**config.mk**
```make
export PLATFORM = sky130hd
export DESIGN_NAME = ball_renderer
export DESIGN_NICKNAME = d
export VERILOG_FILES = /design/src/rtl/ball_renderer.sv
export SDC_FILE = /design/constraint.sdc
export NUM_CORES = 1
export LEC_CHECK = 0
export CAP_MARGIN = 20
export CORE_MARGIN = 1.5
export CORE_UTILIZATION = 50
export DETAILED_ROUTE_END_ITERATION = 8
export PLACE_DENSITY = 0.67
export SLEW_MARGIN = 20
export SYNTH_ARGS = -nofsm -noshare
export SYNTH_HDL_FRONTEND = slang
export SYNTH_SLANG_ARGS = --single-unit
```
**constraint.sdc**
```tcl
create_clock -name i_Clk -period 3.4 [get_ports i_Clk]
set_input_delay 0.68 -clock i_Clk [delete_from_list [all_inputs] [get_ports i_Clk]]
set_output_delay 0.68 -clock i_Clk [all_outputs]
set_load 0.005 [all_outputs]
```
**src/rtl/ball_renderer.sv**
```systemverilog
// Ball position owner and rasteriser: moves the ball once per frame and emits a
// registered pixel strobe one clock behind the incoming sync, with X from the hit detector.
module ball_renderer #(
  parameter int CW       = 10,
  parameter int H_ACTIVE = 640,
  parameter int V_ACTIVE = 480,
  parameter int SIZE     = 8,
  parameter int SPEED    = 2,
  parameter int X_INIT   = 316,
  parameter int Y_INIT   = 236
) (
  input  logic i_Clk,
  input  logic i_Reset,
  input  logic i_HReset,
  input  logic i_VReset,
  input  logic i_HBlank,
  input  logic i_XDir,
  output logic o_Ball,
  output logic o_HReset,
  output logic o_HBlank,
  output logic o_YDir
);

  // Right limit lets the last ball column land on the first blanking column.
  localparam logic [CW:0]   X_MAX  = (CW+1)'(H_ACTIVE - SIZE + 1);
  localparam logic [CW:0]   Y_MAX  = (CW+1)'(V_ACTIVE - SIZE);
  localparam logic [CW:0]   SIZE_W = (CW+1)'(SIZE);
  localparam logic [CW:0]   SPD_W  = (CW+1)'(SPEED);
  localparam logic [CW-1:0] CMAX   = '1;

  logic [CW-1:0] col, row, bx, by;
  logic          ydir;

  logic [CW-1:0] ecol, erow, col_next;
  logic [CW:0]   ecol_w, erow_w, bx_w, by_w;
  logic [CW:0]   x_up, x_dn, y_up, y_dn, nx, ny;
  logic          hit_x, hit_y;

  always_comb begin
    ecol = i_HReset ? '0 : col;
    col_next = (ecol == CMAX) ? ecol : ecol + 1'b1;

    if (i_VReset)
      erow = '0;
    else if (i_HReset)
      erow = (row == CMAX) ? row : row + 1'b1;
    else
      erow = row;

    ecol_w = {1'b0, ecol};
    erow_w = {1'b0, erow};
    bx_w   = {1'b0, bx};
    by_w   = {1'b0, by};

    // Widened compares so bx+SIZE near the counter limit cannot wrap.
    hit_x = (ecol_w >= bx_w) && (ecol_w < bx_w + SIZE_W);
    hit_y = (erow_w >= by_w) && (erow_w < by_w + SIZE_W);

    x_up = bx_w + SPD_W;
    x_dn = (bx_w < SPD_W) ? '0 : bx_w - SPD_W;
    y_up = by_w + SPD_W;
    y_dn = (by_w < SPD_W) ? '0 : by_w - SPD_W;

    if (i_XDir)
      nx = (x_up > X_MAX) ? X_MAX : x_up;
    else
      nx = x_dn;

    if (ydir)
      ny = (y_up > Y_MAX) ? Y_MAX : y_up;
    else
      ny = y_dn;
  end

  always_ff @(posedge i_Clk) begin
    if (i_Reset) begin
      bx       <= CW'(X_INIT);
      by       <= CW'(Y_INIT);
      ydir     <= 1'b1;
      col      <= '0;
      row      <= '0;
      o_Ball   <= 1'b0;
      o_HReset <= 1'b0;
      o_HBlank <= 1'b0;
    end else begin
      col      <= col_next;
      row      <= erow;
      o_Ball   <= hit_x && hit_y;
      o_HReset <= i_HReset;
      o_HBlank <= i_HBlank;
      // The hit test above still sees the old position in this cycle.
      if (i_VReset) begin
        bx <= nx[CW-1:0];
        by <= ny[CW-1:0];
        if (ny == Y_MAX)
          ydir <= 1'b0;
        else if (ny == '0)
          ydir <= 1'b1;
      end
    end
  end

  assign o_YDir = ydir;

endmodule

```
==> impl_metrics.toml <==
# synthesis and place-and-route metrics
[status]
status = "completed"

[timing]
fmax_mhz = 334
maxSlewViolCount = 0
grt_setup_unrepaired = "false"
skew_ps = 8.21
worst_slew_pin_slew_ps = 578
fin_crit_ps = 2990
timing.final.ws_setup_ps = 409
finalSetupViolations = 0
final.setup.tns_ps = 0
min_period_over_period_pct = 88.0
max_slew_margin_pct = 61.4
hold_viol = 0
timing.hold.ws_ps = 505

[floorplan]
ioPinCount = 10
die_w_um = 92.2
die-area_sq_mm = 0.00851
fp_util_pct = 51.5
die_h_um = 92.2

[cells_and_area]
num-nets-final = 559
n_fill_cell = 741
fin_util_pct = 54.5
fin_cells = 609
mostFrequentLayoutCells = "46 x ha_1, 44 x dfxtp_1, 40 x nor2_1"
lay_top_count = "ha_1"
final_area_sq_mm = 0.00421
drive_gt1_share_pct = 7.69
syn2layout_area_growth_pct = 5.78
diodes = 0

[yosys]
fp_nets = 562
yosys_most_used_dff = "dfxtp_1"
synth_cell_types = 73
syn_area_sq_mm = 0.00398
synthCells = 510
avgSynthCellArea_sq_um = 7.81
ys_cells = 510
top_area_cell = "dfxtp_1"
edf_count = 0
ys.flops = 44
yosys_warnings = 0
ys_seq_share_pct = 22.1
top_area_share_pct = 22.1

[pwr]
switchingPower_mw = 0.424
leakagePower_nw = 1.73
clock_net_power_mw = 0.332
powerSeq_mw = 0.580
swShare_pct = 34.5
pwr-share-clk_pct = 27.0
power.largest_group = "registers"
p_comb_mw = 0.318
p_int_mw = 0.807
power_density_mw_per_mm2 = 292
ir_worst_vdd_v = 0.000151
pwr-share-comb_pct = 25.9
p_total_mw = 1.23
seqPwrFrac_pct = 47.1

[clock_network]
cts_setup_buffers = 0
clock_tree.root_cell = "clkbuf_8"
cts_resized = 0
cts_buffers = 5
htree_levels = 2
cts_tree = "done"
cts.sinks = 44
clockBufferDepth = 2
insertion_delay_ps = 310
clkTransAtPathRegs_ps = 90
cts_hold_buf = 0

[global_route]
track_usage_pct = 23.5
grt_pass1_wl_um = 16400
grt_overflow = 0
use_met3_pct = 3.90
grt_max_degree = 37
gr-usage-met1_pct = 33.4
top_usage_layer = "met2"
grt_pass1_vias = 3527
grtUsageMet2_pct = 37.1
grt_antenna_before_repair = 0

[drt]
drt-total-wl_um = 9280
wl_met3_um = 343
dr.pass1.iters = 4
routed-wl-met2_um = 4100
num_vias = 3627
vias_per_cell = 5.96
first_iter_violations = 169
drcViolationCount = 0
ant_nets = 0
highest_layer = "met4"
wl_per_cell_um = 15.2
drt-met1-wl_um = 4760

[worst_setup_path]
arrival_ps = 3210
startpoint_type = "register"
slowest_delay_ps = 390
path_delay_family = "AND-OR/OR-AND gates"
setup.worst_path.class = "reg2reg"
cp.required_ps = 3620
crit_top_cell = "nor2_1"
path_buffers = 1
crit_chain = "and3_1 -> nand3_1 -> o21ai_1 -> buf_4 -> nor2_1 -> xnor2_1 -> nor2_1 -> ha_1 -> o21ai_0 -> a21oi_1 -> o221ai_1 -> a2111oi_0 -> o31ai_1 -> nor4_1"
cp_max_fo = 5
end_kind = "register"

[placement]
preCtsSetupSlack_ps = 103
port_buffers = 9
dpl.hpwl_um = 7070
placed_cells = 602
placed_area_sq_mm = 0.00413
gp_congestion = 0.911

[flow_run]
warnings = 34

[min_path]
hp-class = "reg2reg"
## cell usage after synthesis, types with 4 or more instances
cell type	instances
xnor2_1	22
a21o_1	7
nor3_1	32
buf_2	6
nor4_1	5
o21ai_0	27
a31oi_1	7
xor2_1	10
ha_1	46
nor2_1	40
inv_1	27
nand2b_1	9
and3_1	6
dfxtp_1	44
a21oi_1	27
a311oi_1	4
clkbuf_1	18
nand2_1	38
o22ai_1	5
o211ai_1	7
mux2i_1	4
nand4_1	7
a211oi_1	8
nor2b_1	12
nand3_1	17
o21a_1	4
## path summary, 6_finish.rpt
check,start,to,slack [ps],cells past startpoint
max reg2reg,row[3],o_Ball,410,14
min reg2reg,by[0],by[0],510,2
min,by[0],by[0],510,2
max,row[3],o_Ball,410,14
## flip-flops by register name, indices dropped and copies added, names as in the netlist
register  count
o_HReset      1
row          10
o_Ball        1
bx           10
o_HBlank      1
by           10
o_YDir        1
col          10
## layout make-up
cell class | count | area (sq um) | share of cell area, %
multi-input combinational | 407 | 2850 | 67.7
sequential | 44 | 881 | 20.9
timing repair buffer | 18 | 153 | 3.62
tap | 102 | 128 | 3.03
inverter | 31 | 116 | 2.76
clock buffer | 5 | 68.8 | 1.63
clock inverter | 2 | 12.5 | 0.297
## cells by family after synthesis
| family | after synthesis | share of synthesized area [%] |
|---|---|---|
| XOR/XNOR | 33 | 7.45 |
| buffers and inverters | 59 | 6.22 |
| multiplexers | 4 | 1.01 |
| AND/OR/NAND/NOR | 188 | 25.1 |
| flip-flops | 44 | 22.1 |
| adder cells (fa/ha/maj) | 46 | 14.5 |
| AND-OR/OR-AND | 136 | 23.7 |
Fig. 1: clock network drawn from the DEF
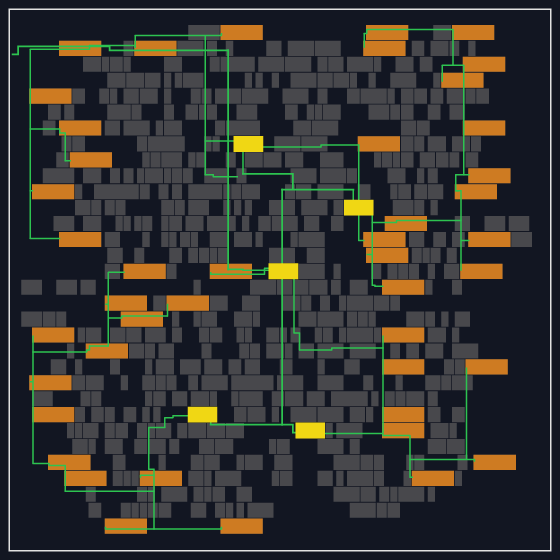
Key: orange = flip-flops [count 44]; green = clock wires [length 701 um]; yellow = clock drivers [count 5]
Position of the flops: all over the die.

Fig. 2: cell placement
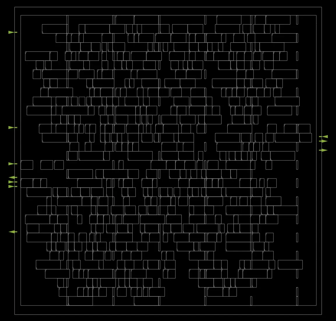
row cnt: 32
area of the core: 0.00773 sq mm
well tap count: 102
sequential share of cell area: 20.9%

Fig. 3: met2 routing
The bar under the picture is 20 um long.
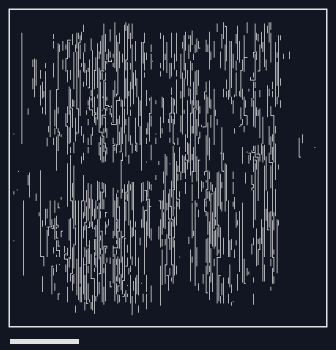
The layer holds 44% of the routed length. The wires run mostly vertical. 461 nets have wire on it. The longest straight run is 37.4 um. The layer carries 4100 um of wire.

Fig. 4: placed cells, one color a class
The bar under the picture is 20 um long. Fill, decap, tap and diode cells in gray.
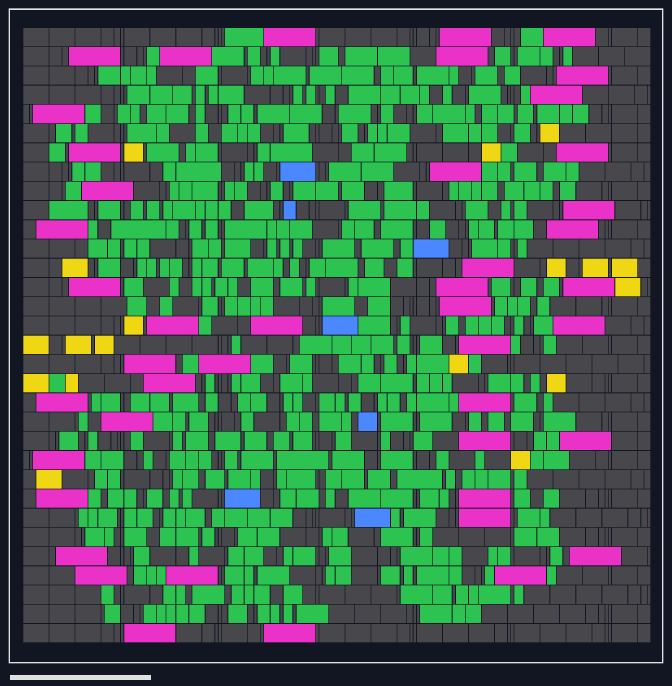
Key: magenta = flops [cells 44, share of their area 22%]; yellow = other buffers and delay cells [cells 18, share of their area 3.7%]; green = combinational and other logic [cells 438, share of their area 73%]; blue = clock drivers and dummy loads [cells 7, share of their area 2.0%]

Power is estimated from default activity; no workload was simulated.
